File: src/rtl/cam_pkg.sv
// cam_pkg: shared FSM states, byte-order codes and pixel width helper for the camera capture slice
package cam_pkg;
  typedef enum logic [1:0] {IDLE, ARMED, ACTIVE} state_t;
  localparam int MSB_FIRST = 0;
  localparam int LSB_FIRST = 1;
  function automatic int pix_w(input int bpp);
    return 8 * bpp;
  endfunction
endpackage

File: src/rtl/camera_capture_param_if.sv
// camera_capture_param_if: camera bus inputs and pixel stream outputs of the capture block
interface camera_capture_param_if #(
  parameter int BYTES_PER_PIX = 2,
  parameter int X_BITS = 10,
  parameter int Y_BITS = 10,
  parameter int FCNT_BITS = 8
);
  logic i_vsync;
  logic i_href;
  logic [7:0] i_data;
  logic i_enable;
  logic [cam_pkg::pix_w(BYTES_PER_PIX)-1:0] o_pixelOut;
  logic o_pixelValid;
  logic [X_BITS-1:0] o_xIndex;
  logic [Y_BITS-1:0] o_yIndex;
  logic o_frameStart;
  logic o_frameDone;
  logic o_lineErr;
  logic o_frameErr;
  logic [FCNT_BITS-1:0] o_frameCount;
  modport master (
    output i_vsync, i_href, i_data, i_enable,
    input o_pixelOut, o_pixelValid, o_xIndex, o_yIndex, o_frameStart, o_frameDone, o_lineErr, o_frameErr, o_frameCount
  );
  modport slave (
    input i_vsync, i_href, i_data, i_enable,
    output o_pixelOut, o_pixelValid, o_xIndex, o_yIndex, o_frameStart, o_frameDone, o_lineErr, o_frameErr, o_frameCount
  );
endinterface

File: src/rtl/cam_byte_packer.sv
// cam_byte_packer: tracks byte phase and assembles 1- or 2-byte pixel words with a raw completion strobe
module cam_byte_packer #(
  parameter int BYTES_PER_PIX = 2,
  parameter int BYTE_ORDER = 0
) (
  input logic clk,
  input logic rst,
  input logic take,
  input logic [7:0] data,
  output logic phase,
  output logic stb,
  output logic [cam_pkg::pix_w(BYTES_PER_PIX)-1:0] word
);
  assign stb = take && (BYTES_PER_PIX == 1 || phase);
  // Phase toggles per accepted byte in 2-byte mode and falls back to 0 whenever bytes stop
  always_ff @(posedge clk or posedge rst)
    if (rst) phase <= 1'b0;
    else phase <= take && BYTES_PER_PIX == 2 && !phase;
  if (BYTES_PER_PIX == 1) begin : g_one
    assign word = data;
  end else begin : g_two
    logic [7:0] first;
    // Hold the first byte of a pair until its partner arrives
    always_ff @(posedge clk or posedge rst)
      if (rst) first <= '0;
      else if (take && !phase) first <= data;
    assign word = BYTE_ORDER == cam_pkg::MSB_FIRST ? {first, data} : {data, first};
  end
endmodule

File: src/rtl/camera_capture_param.sv
// camera_capture_param: DVP capture front end with framing FSM, decimation, range checks and integrity errors
module camera_capture_param
  import cam_pkg::*;
#(
  parameter int IMG_W = 320,
  parameter int IMG_H = 240,
  parameter int BYTES_PER_PIX = 2,
  parameter int BYTE_ORDER = 0,
  parameter int DECIM = 1,
  parameter int X_BITS = 10,
  parameter int Y_BITS = 10,
  parameter int FCNT_BITS = 8
) (
  input logic i_pclk,
  input logic i_reset,
  camera_capture_param_if.slave bus
);
  localparam logic [15:0] W16 = 16'(IMG_W);
  localparam logic [15:0] H16 = 16'(IMG_H);
  state_t state, state_n;
  logic vsync_d, href_d, primed, line_has;
  logic vs_rise, vs_fall, href_fall, active, take, stb, phase;
  logic frame_start, frame_done, line_end, emit;
  logic [15:0] col, row, xo, yo;
  logic [pix_w(BYTES_PER_PIX)-1:0] word;
  assign vs_rise = primed && bus.i_vsync && !vsync_d;
  assign vs_fall = primed && !bus.i_vsync && vsync_d;
  assign href_fall = !bus.i_href && href_d;
  assign active = state == ACTIVE;
  assign take = active && bus.i_href && !vs_rise;
  assign line_end = active && href_fall && !vs_rise && line_has;
  assign emit = stb && col < W16 && row < H16 && (DECIM == 1 || (!col[0] && !row[0]));
  assign xo = DECIM == 2 ? col >> 1 : col;
  assign yo = DECIM == 2 ? row >> 1 : row;
  cam_byte_packer #(.BYTES_PER_PIX(BYTES_PER_PIX), .BYTE_ORDER(BYTE_ORDER)) packer (
    .clk(i_pclk),
    .rst(i_reset),
    .take(take),
    .data(bus.i_data),
    .phase(phase),
    .stb(stb),
    .word(word)
  );
  // A VSYNC rise always closes the frame; enable at that instant only decides whether to re-arm
  always_comb begin
    state_n = vs_rise ? (bus.i_enable ? ARMED : IDLE) : (state == ARMED && vs_fall) ? ACTIVE : state;
    frame_start = state == ARMED && vs_fall;
    frame_done = state == ACTIVE && vs_rise;
  end
  // FSM state, sync history and input-space column/row counters
  always_ff @(posedge i_pclk or posedge i_reset)
    if (i_reset) begin
      state <= IDLE;
      vsync_d <= 1'b0;
      href_d <= 1'b0;
      primed <= 1'b0;
      col <= '0;
      row <= '0;
      line_has <= 1'b0;
    end else begin
      state <= state_n;
      vsync_d <= bus.i_vsync;
      href_d <= bus.i_href;
      primed <= 1'b1;
      if (frame_start) begin
        col <= '0;
        row <= '0;
        line_has <= 1'b0;
      end else if (line_end) begin
        col <= '0;
        row <= row + 16'd1;
        line_has <= 1'b0;
      end else begin
        if (stb) col <= col + 16'd1;
        if (take) line_has <= 1'b1;
      end
    end
  // Registered pixel stream and status pulses; a partial line cut by VSYNC still counts as a line
  always_ff @(posedge i_pclk or posedge i_reset)
    if (i_reset) begin
      bus.o_pixelOut <= '0;
      bus.o_pixelValid <= 1'b0;
      bus.o_xIndex <= '0;
      bus.o_yIndex <= '0;
      bus.o_frameStart <= 1'b0;
      bus.o_frameDone <= 1'b0;
      bus.o_lineErr <= 1'b0;
      bus.o_frameErr <= 1'b0;
      bus.o_frameCount <= '0;
    end else begin
      bus.o_pixelValid <= emit;
      if (emit) begin
        bus.o_pixelOut <= word;
        bus.o_xIndex <= X_BITS'(xo);
        bus.o_yIndex <= Y_BITS'(yo);
      end
      bus.o_frameStart <= frame_start;
      bus.o_frameDone <= frame_done;
      bus.o_lineErr <= line_end && (col != W16 || phase);
      bus.o_frameErr <= frame_done && row + {15'd0, line_has} != H16;
      if (frame_done) bus.o_frameCount <= bus.o_frameCount + 1'b1;
    end
endmodule

File: src/flat_wrapper.sv
// flat-port wrapper written by rule: the top's interface ports become plain ports
module camera_capture_param_flat import cam_pkg::*;
#(
  parameter int IMG_W = 320,
  parameter int IMG_H = 240,
  parameter int BYTES_PER_PIX = 2,
  parameter int BYTE_ORDER = 0,
  parameter int DECIM = 1,
  parameter int X_BITS = 10,
  parameter int Y_BITS = 10,
  parameter int FCNT_BITS = 8
)
  (i_pclk, i_reset, bus_i_vsync, bus_i_href, bus_i_data, bus_i_enable, bus_o_pixelOut, bus_o_pixelValid, bus_o_xIndex, bus_o_yIndex, bus_o_frameStart, bus_o_frameDone, bus_o_lineErr, bus_o_frameErr, bus_o_frameCount);
  camera_capture_param_if #(.BYTES_PER_PIX(BYTES_PER_PIX), .X_BITS(X_BITS), .Y_BITS(Y_BITS), .FCNT_BITS(FCNT_BITS)) bus_i ();
  input logic i_pclk;
  input logic i_reset;
  input wire logic [$bits(bus_i.i_vsync)-1:0] bus_i_vsync;
  input wire logic [$bits(bus_i.i_href)-1:0] bus_i_href;
  input wire logic [$bits(bus_i.i_data)-1:0] bus_i_data;
  input wire logic [$bits(bus_i.i_enable)-1:0] bus_i_enable;
  output wire logic [$bits(bus_i.o_pixelOut)-1:0] bus_o_pixelOut;
  output wire logic [$bits(bus_i.o_pixelValid)-1:0] bus_o_pixelValid;
  output wire logic [$bits(bus_i.o_xIndex)-1:0] bus_o_xIndex;
  output wire logic [$bits(bus_i.o_yIndex)-1:0] bus_o_yIndex;
  output wire logic [$bits(bus_i.o_frameStart)-1:0] bus_o_frameStart;
  output wire logic [$bits(bus_i.o_frameDone)-1:0] bus_o_frameDone;
  output wire logic [$bits(bus_i.o_lineErr)-1:0] bus_o_lineErr;
  output wire logic [$bits(bus_i.o_frameErr)-1:0] bus_o_frameErr;
  output wire logic [$bits(bus_i.o_frameCount)-1:0] bus_o_frameCount;
  assign bus_i.i_vsync = bus_i_vsync;
  assign bus_i.i_href = bus_i_href;
  assign bus_i.i_data = bus_i_data;
  assign bus_i.i_enable = bus_i_enable;
  assign bus_o_pixelOut = bus_i.o_pixelOut;
  assign bus_o_pixelValid = bus_i.o_pixelValid;
  assign bus_o_xIndex = bus_i.o_xIndex;
  assign bus_o_yIndex = bus_i.o_yIndex;
  assign bus_o_frameStart = bus_i.o_frameStart;
  assign bus_o_frameDone = bus_i.o_frameDone;
  assign bus_o_lineErr = bus_i.o_lineErr;
  assign bus_o_frameErr = bus_i.o_frameErr;
  assign bus_o_frameCount = bus_i.o_frameCount;
  camera_capture_param #(.IMG_W(IMG_W), .IMG_H(IMG_H), .BYTES_PER_PIX(BYTES_PER_PIX), .BYTE_ORDER(BYTE_ORDER), .DECIM(DECIM), .X_BITS(X_BITS), .Y_BITS(Y_BITS), .FCNT_BITS(FCNT_BITS)) u_core (.i_pclk(i_pclk), .i_reset(i_reset), .bus(bus_i));
endmodule
File: config.mk
export PLATFORM = sky130hd
export DESIGN_NAME = camera_capture_param_flat
export DESIGN_NICKNAME = d
export VERILOG_FILES = /design/src/rtl/cam_pkg.sv /design/src/rtl/camera_capture_param_if.sv /design/src/rtl/cam_byte_packer.sv /design/src/rtl/camera_capture_param.sv /design/src/flat_wrapper.sv
export SDC_FILE = /design/constraint.sdc
export NUM_CORES = 1
export LEC_CHECK = 0
export CELL_PAD_IN_SITES_DETAIL_PLACEMENT = 0
export CELL_PAD_IN_SITES_GLOBAL_PLACEMENT = 1
export CORE_MARGIN = 4
export CORE_UTILIZATION = 43
export DETAILED_ROUTE_END_ITERATION = 7
export GPL_TIMING_DRIVEN = 0
export PLACE_DENSITY = 0.8
export SLEW_MARGIN = 20
export SYNTH_ARGS = -nofsm -noshare
export SYNTH_HDL_FRONTEND = slang
export SYNTH_SLANG_ARGS = --single-unit
File: constraint.sdc
create_clock -name i_pclk -period 4.2 [get_ports i_pclk]
set_input_delay 0.84 -clock i_pclk [delete_from_list [all_inputs] [get_ports i_pclk]]
set_output_delay 0.84 -clock i_pclk [all_outputs]
set_load 0.02 [all_outputs]
==> run notes <==
Status of the implementation.

- In the global route stage, met2 resource usage came out at 0.250.
- The overall via count from detail_route is 3173, for reference.
- The synthesized net count is 414, for reference.
- The data required time at the worst endpoint is 4.45 ns, for reference.
- The report lists the number of cells resized after CTS as 0.
- Once iteration 0 of detailed routing completed, the report listed 132 DRC markers.
- For this run the aggregate overflow at the end of global routing stands at 0.
- The wire length on met1 is 4.16 mm, for reference.
- The detailed-routing iteration count for the pre-antenna-repair pass is 4, for reference.
- The finished layout holds 606 standard cells, fillers aside.
- The worst setup slack after layout is 1.39 ns, for reference.
- The detailed-route DRC error count is 0, for reference.
- According to the timing report, the critical path is launched from bus_i_vsync.
- The initial antenna violation count is 0, for reference.
- met1 track demand over resource after global routing is 0.224.
- Counting only logic cells after layout, the most numerous master is sky130_fd_sc_hd__dfrtp_1.
- The remaining antenna violation count after routing is 0, for reference.
- The proportion of final cell area spent on non-clock buffers is 0.133, for reference.
- The fraction of layout cells with a size suffix above 1 is 0.110, for reference.
- In the final timing run, aggregate negative setup slack is 0 ns.
- The run finished with clean final reports.
- The count of inserted antenna diode cells is 0, for reference.
- Synthesis produced a netlist whose cell count is 395.
- The post-synthesis cell area is 4350 um^2, for reference.
- Setup repair after global routing left no endpoint under its margin.
- The share of synthesized area occupied by flip-flops and latches is 0.553, for reference.
- The maximum fanout along the worst path is 10, for reference.
- The total placed cells including tap cells is 590, for reference.
- CTS added clock buffers totalling 9.
- The routed design uses 515 um of met3 wire.
- Per the post-run analysis, buffers plus inverters along the critical path come to 2.
- The insertion delay to the later sink of the worst-skew pair is 0.37 ns, for reference.
- The first global-routing pass estimated 15.1 mm of wire.
- The yosys stat chip area is 4350 um^2, for reference.
- Max-cap violations in this run came to 0.
- The cell-mix breakdown from Yosys lists the compound-gate area share as 0.0343.
- The synthesis-to-layout area growth is 23.3%, for reference.
- The total power density per cell area is 473 nW/um^2, for reference.
- The cell at the root of the clock tree is sky130_fd_sc_hd__clkbuf_8, for reference.
- Of all flip-flops after synthesis, the portion carrying an async set or reset was 1.00.
- The global routing report lists met3 layer usage as 0.0400.
- Per the OpenROAD floorplan log, the width of the die is 109 um.
- The capture endpoint of the worst hold path is u_core.bus.o_frameCount[7]$_DFFE_PP0P_, for reference.
- The worst setup path is launched from an input pin.
- The count of multi-input combinational gates is 276, for reference.
- The number of signal-net inverters in the final layout is 9, for reference.
- The final tally of hold violations is 0, for reference.
- The category of the critical setup timing path is in2reg, for reference.
- After clock tree synthesis, the flow added hold-fix buffers numbering 0.
- The routing layer with the top usage in global route is met2, for reference.
- For the combinational group, total power comes out at 0.698 mW.
- The dominant power group in this design is registers.
- The detailed router reports a met2 wire length of 4.23 mm.
- The overall track demand over capacity in global routing is 0.165, for reference.
- The post-CTS setup-driven buffer insertion count is 0, for reference.
- Detailed placement reports a standard cell area of 5150 um^2.
- Of the total synthesized cell area, the portion taken by AND, OR, NAND and NOR gates is 0.200.
- The final weighted congestion in routability-driven placement is 0.858, for reference.
- The tool warning count for the run is 27.
- The min-delay analysis places its worst path in the category reg2reg.
- The I/O pin count is 62, for reference.
- STA lists the startpoint of the worst register-to-register path as u_core.col[12]$_DFFE_PP0P_.
- The clock transition at the register clock pins on the worst setup and hold paths after CTS is 0.09 ns, for reference.
- Hold analysis shows the worst path with a depth of 1.
- Synthesis instantiated 41 different standard cells from the library.
- Counting flops with a built-in enable in the synthesized netlist gives 0.
- The static power due to leakage is 2.33 nW, for reference.
- The register-to-register path setup slack is 1.59 ns, for reference.
- The relative contribution of sequential cells to total power is 0.484, for reference.
- The share of the final layout cell area in multi-input gates is 0.343, for reference.
- The power report attributes to the clock group a share of 0.241.
- Headroom to the max-slew limit came out at 0.309.
- The design draws 2.54 mW.
- After synthesis, the cell types taking the most area are sky130_fd_sc_hd__dfrtp_1 55%, sky130_fd_sc_hd__mux2_2 7.5%, sky130_fd_sc_hd__xnor2_1 4.8%.
- The worst-case reg-to-reg path depth is 6, for reference.
- The routed design shows a via density per instance of 5.24.
- The yosys synthesis warning count is 0, for reference.
- After layout, the buffer instance count without clock buffers stands at 76.
- The library cell with the largest summed area after synthesis is sky130_fd_sc_hd__dfrtp_1, for reference.
- The worst hold-check slack is 0.473 ns, for reference.
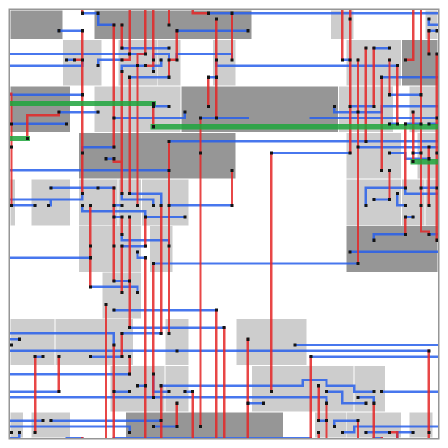
Figure 1: zoomed window.
Region (42, 42) to (67, 67) um. Cells in grey, sequential cells in the stronger grey; small squares are vias.
| layer | colour |
|---|---|
| metal 1 | blue |
| metal 2 | red |
| metal 3 | green |
sequential cells in the window: 5
most frequent: nor2_1 (7), xnor2_1 (5), dfrtp_1 (5)
netlist names of flops here include: u_core.col (2)
cells with their middle in the window: 39

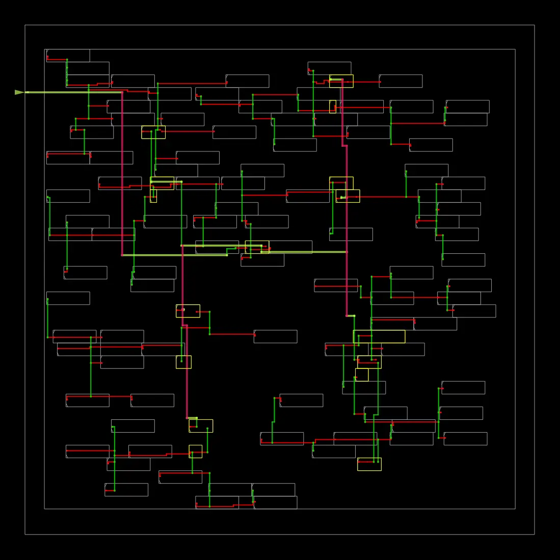
Figure 2: clock nets.
power in the clock group: 0.611 mW
worst clock skew: 0.00834 ns

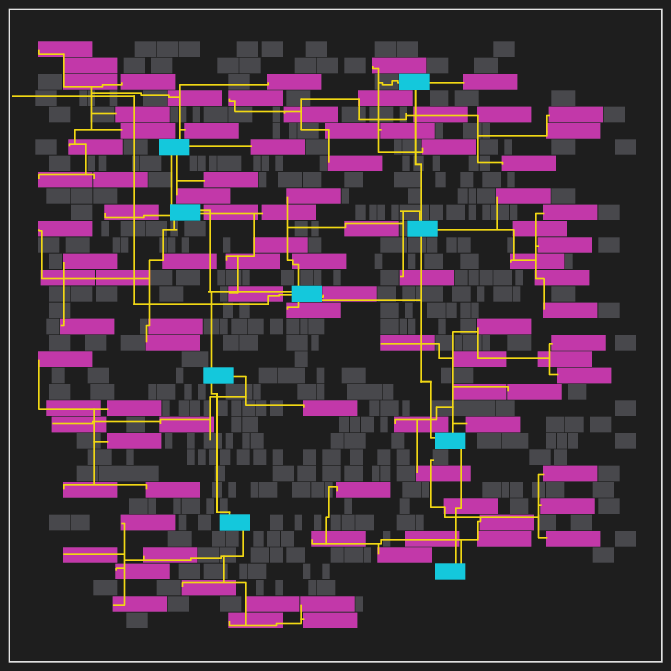
Figure 3: routed clock nets over the placement.
Scale: 6 px per um.
[flip-flops] magenta | count: 96
[clock wires] yellow | length: 1170 um
[clock drivers] cyan | count: 9
routed clock nets: 10

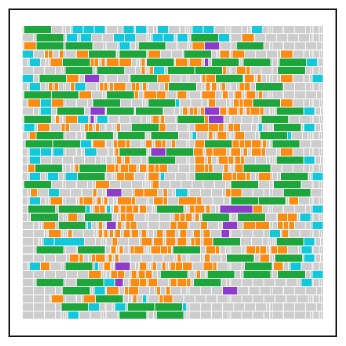
Figure 4: cell classes on the final placement.
Scale: 3 px per um. Fill, decap, tap and diode cells in grey.
| class | colour | cells |
|---|---|---|
| other buffers and delay cells | cyan | 76 |
| clock drivers and dummy loads | purple | 16 |
| combinational and other logic | orange | 285 |
| flops | green | 96 |
core area: 9820 um^2
site row count: 36
Layout Utilization: 0.546
share of cell area taken by flip-flops and latches: 0.448

Power is estimated from default activity; no workload was simulated.
